### config.mk
export PLATFORM = sky130hd
export DESIGN_NAME = modport_reg_file_flat
export DESIGN_NICKNAME = d
export VERILOG_FILES = /design/src/rtl/modport_reg_file_pkg.sv /design/src/rtl/modport_reg_file_if.sv /design/src/rtl/modport_reg_file_read_port.sv /design/src/rtl/modport_reg_file.sv /design/src/flat_wrapper.sv
export SDC_FILE = /design/constraint.sdc
export NUM_CORES = 2
export LEC_CHECK = 0
export ABC_CLOCK_PERIOD_IN_PS = 8000
export CAP_MARGIN = 15
export CORE_MARGIN = 2
export CORE_UTILIZATION = 45
export CTS_CLUSTER_SIZE = 16
export DETAILED_ROUTE_END_ITERATION = 16
export PLACE_DENSITY = 0.71
export SKIP_CTS_REPAIR_TIMING = 1
export SLEW_MARGIN = 0
export SYNTH_ARGS = -nofsm -noshare
export SYNTH_HDL_FRONTEND = slang
export SYNTH_SLANG_ARGS = --single-unit
### constraint.sdc
create_clock -name clk -period 8 [get_ports clk]
set_input_delay 2.4 -clock clk [delete_from_list [all_inputs] [get_ports clk]]
set_output_delay 2.4 -clock clk [all_outputs]
set_load 0.03 [all_outputs]
### src/rtl/modport_reg_file_pkg.sv
// Shared constants and types for the integer register file.
// Index and data widths are derived here so every file agrees on them.
package modport_reg_file_pkg;

  localparam int XLEN       = 32;
  localparam int NUM_REGS   = 32;
  localparam int REG_ADDR_W = $clog2(NUM_REGS);

  typedef logic [XLEN-1:0]       word_t;
  typedef logic [REG_ADDR_W-1:0] reg_addr_t;

  localparam reg_addr_t REG_ZERO = reg_addr_t'(0);

  function automatic logic is_zero_reg(input reg_addr_t idx);
    return idx == REG_ZERO;
  endfunction

endpackage

### src/rtl/modport_reg_file_if.sv
// Write-back and operand-read bundle between the core datapath and the register file.
// The datapath side is the master; the register file is the slave.
interface modport_reg_file_if;
  import modport_reg_file_pkg::*;

  logic      wr_en;
  reg_addr_t wr_reg;
  word_t     wr_data;
  reg_addr_t rd_reg_1;
  reg_addr_t rd_reg_2;
  word_t     rd_data_1;
  word_t     rd_data_2;

  modport master (
    output wr_en,
    output wr_reg,
    output wr_data,
    output rd_reg_1,
    output rd_reg_2,
    input  rd_data_1,
    input  rd_data_2
  );

  modport slave (
    input  wr_en,
    input  wr_reg,
    input  wr_data,
    input  rd_reg_1,
    input  rd_reg_2,
    output rd_data_1,
    output rd_data_2
  );

endinterface

### src/rtl/modport_reg_file_read_port.sv
// Combinational read mux over the register array; index x0 always returns zero.
// Zero latency: output follows the index and array contents within the same cycle.
module modport_reg_file_read_port
  import modport_reg_file_pkg::*;
(
  input  word_t     i_regs [NUM_REGS],
  input  reg_addr_t i_idx,
  output word_t     o_data
);

  always_comb begin
    o_data = '0;
    if (!is_zero_reg(i_idx)) begin
      o_data = i_regs[i_idx];
    end
  end

endmodule

### src/rtl/modport_reg_file.sv
// RISC-V integer register file: two combinational read ports, one synchronous write port.
// Writes land on the rising edge and are visible on reads right after; there is no bypass.
module modport_reg_file
  import modport_reg_file_pkg::*;
(
  input  logic               clk,
  input  logic               rst_n,
  modport_reg_file_if.slave  bus
);

  word_t                 r_regs [1:NUM_REGS-1];
  logic [NUM_REGS-1:1]   w_wr_onehot;
  word_t                 w_regs [NUM_REGS];

  // One-hot decode; x0 has no enable so writes to it simply vanish.
  always_comb begin
    w_wr_onehot = '0;
    for (int i = 1; i < NUM_REGS; i++) begin
      w_wr_onehot[i] = bus.wr_en && (bus.wr_reg == reg_addr_t'(i));
    end
  end

  always_ff @(posedge clk or negedge rst_n) begin
    if (!rst_n) begin
      for (int i = 1; i < NUM_REGS; i++) begin
        r_regs[i] <= '0;
      end
    end else begin
      for (int i = 1; i < NUM_REGS; i++) begin
        if (w_wr_onehot[i]) begin
          r_regs[i] <= bus.wr_data;
        end
      end
    end
  end

  always_comb begin
    w_regs[0] = '0;
    for (int i = 1; i < NUM_REGS; i++) begin
      w_regs[i] = r_regs[i];
    end
  end

  modport_reg_file_read_port u_rd_port_1 (
    .i_regs (w_regs),
    .i_idx  (bus.rd_reg_1),
    .o_data (bus.rd_data_1)
  );

  modport_reg_file_read_port u_rd_port_2 (
    .i_regs (w_regs),
    .i_idx  (bus.rd_reg_2),
    .o_data (bus.rd_data_2)
  );

endmodule

### src/flat_wrapper.sv
// flat-port wrapper written by rule: the top's interface ports become plain ports
module modport_reg_file_flat import modport_reg_file_pkg::*;
  (clk, rst_n, bus_wr_en, bus_wr_reg, bus_wr_data, bus_rd_reg_1, bus_rd_reg_2, bus_rd_data_1, bus_rd_data_2);
  modport_reg_file_if bus_i ();
  input  logic clk;
  input  logic rst_n;
  input wire logic [$bits(bus_i.wr_en)-1:0] bus_wr_en;
  input wire logic [$bits(bus_i.wr_reg)-1:0] bus_wr_reg;
  input wire logic [$bits(bus_i.wr_data)-1:0] bus_wr_data;
  input wire logic [$bits(bus_i.rd_reg_1)-1:0] bus_rd_reg_1;
  input wire logic [$bits(bus_i.rd_reg_2)-1:0] bus_rd_reg_2;
  output wire logic [$bits(bus_i.rd_data_1)-1:0] bus_rd_data_1;
  output wire logic [$bits(bus_i.rd_data_2)-1:0] bus_rd_data_2;
  assign bus_i.wr_en = bus_wr_en;
  assign bus_i.wr_reg = bus_wr_reg;
  assign bus_i.wr_data = bus_wr_data;
  assign bus_i.rd_reg_1 = bus_rd_reg_1;
  assign bus_i.rd_reg_2 = bus_rd_reg_2;
  assign bus_rd_data_1 = bus_i.rd_data_1;
  assign bus_rd_data_2 = bus_i.rd_data_2;
  modport_reg_file u_core (.clk(clk), .rst_n(rst_n), .bus(bus_i));
endmodule
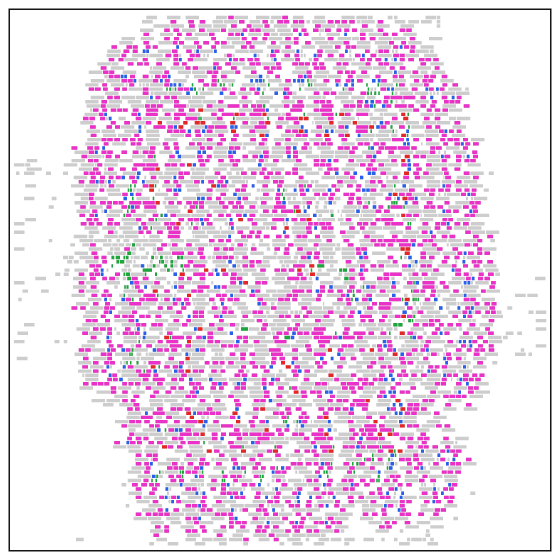
Figure 1: logic cells by family.
[red] non-inverting ao/oa cells | cells: 94 | most used: a221o_1
[blue] aoi and oai cells | cells: 384 | most used: o22ai_1
[magenta] mux cells | cells: 1852 | most used: mux2_2
[green] nand cells | cells: 189 | most used: nand2_1

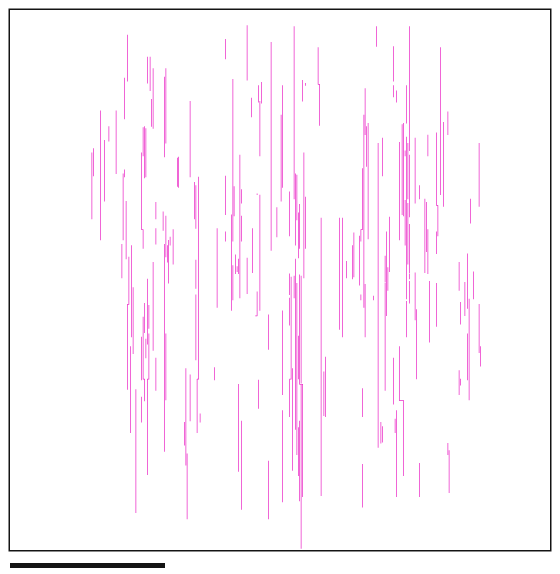
Figure 2: met4 routing.
Scale bar: 100 um.
nets with wire on the layer: 103
main direction: vertical

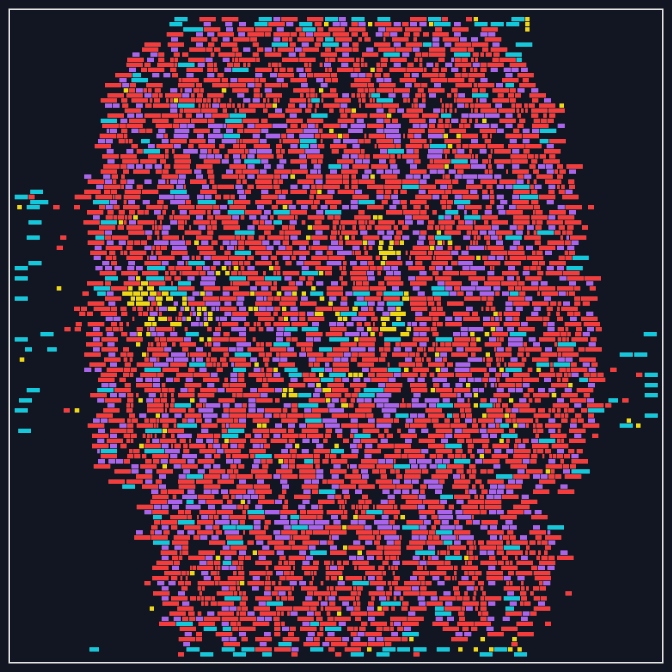
Figure 3: cells by drive strength.
[yellow] x3 and x4 | cells: 205 | most used: buf_4
[red] x1 and smaller | cells: 2599 | most used: dfrtp_1
[purple] x2 | cells: 1172 | most used: mux2_2
[cyan] x6 and larger | cells: 237 | most used: clkbuf_16

==> results.tsv <==
stage	metric	value	unit
run_status	violated checks	setup timing	
hold_path	worst hold path class	reg -> reg	
synthesis	average instance area after synthesis	12.9	um2
place	routability-driven placement congestion ratio	0.882	
cells_and_area	Antenna Diode Count	2	
sta	total of endpoints with negative setup slack in the final report	1	
job	stage-log warning count	41	
sta	min setup slack post-route	-0.0544	ns
critical_path	critical path depth	7	
synthesis	simple-gate share of the synthesized area	0.0364	
power	leakage power	27.7	nW
place	PortBufs	113	
power	clock group share of total power	0.337	
power	sum of internal, switching and leakage power	0.0150	W
global_routing	number of antenna violations at the first check in global routing	9	
run_status	result of the run	finished with violations	
clocking	total number of clock tree sinks	992	
die	share of the core filled by cells before placement	0.454	
clocking	clock tree from TritonCTS	built	
sta	number of hold violations in the final report	0	
power	PwrDens	247	nW/um2
job	max-capacitance violation count	0	
synthesis	top flip-flop cell by instance count after synthesis	sky130_fd_sc_hd__dfrtp_1	
cells_and_area	Reg area	24800	um2
power	power in combinational cells	0.00320	W
clocking	Reg clk slew, reported paths	0.06	ns
synthesis	synthesized net count	4199	
synthesis	sequential share of the synthesized area	0.464	
global_routing	number of global-route vias before repair	38200	
synthesis	count leader, synth	sky130_fd_sc_hd__mux2_2	
power	combinational fraction of design power	0.213	
synthesis	distinct cell type count of the synthesized netlist	45	
die	count of pins on the block boundary	114	
Power figures rest on the tool's default switching activity, not on a simulated workload.
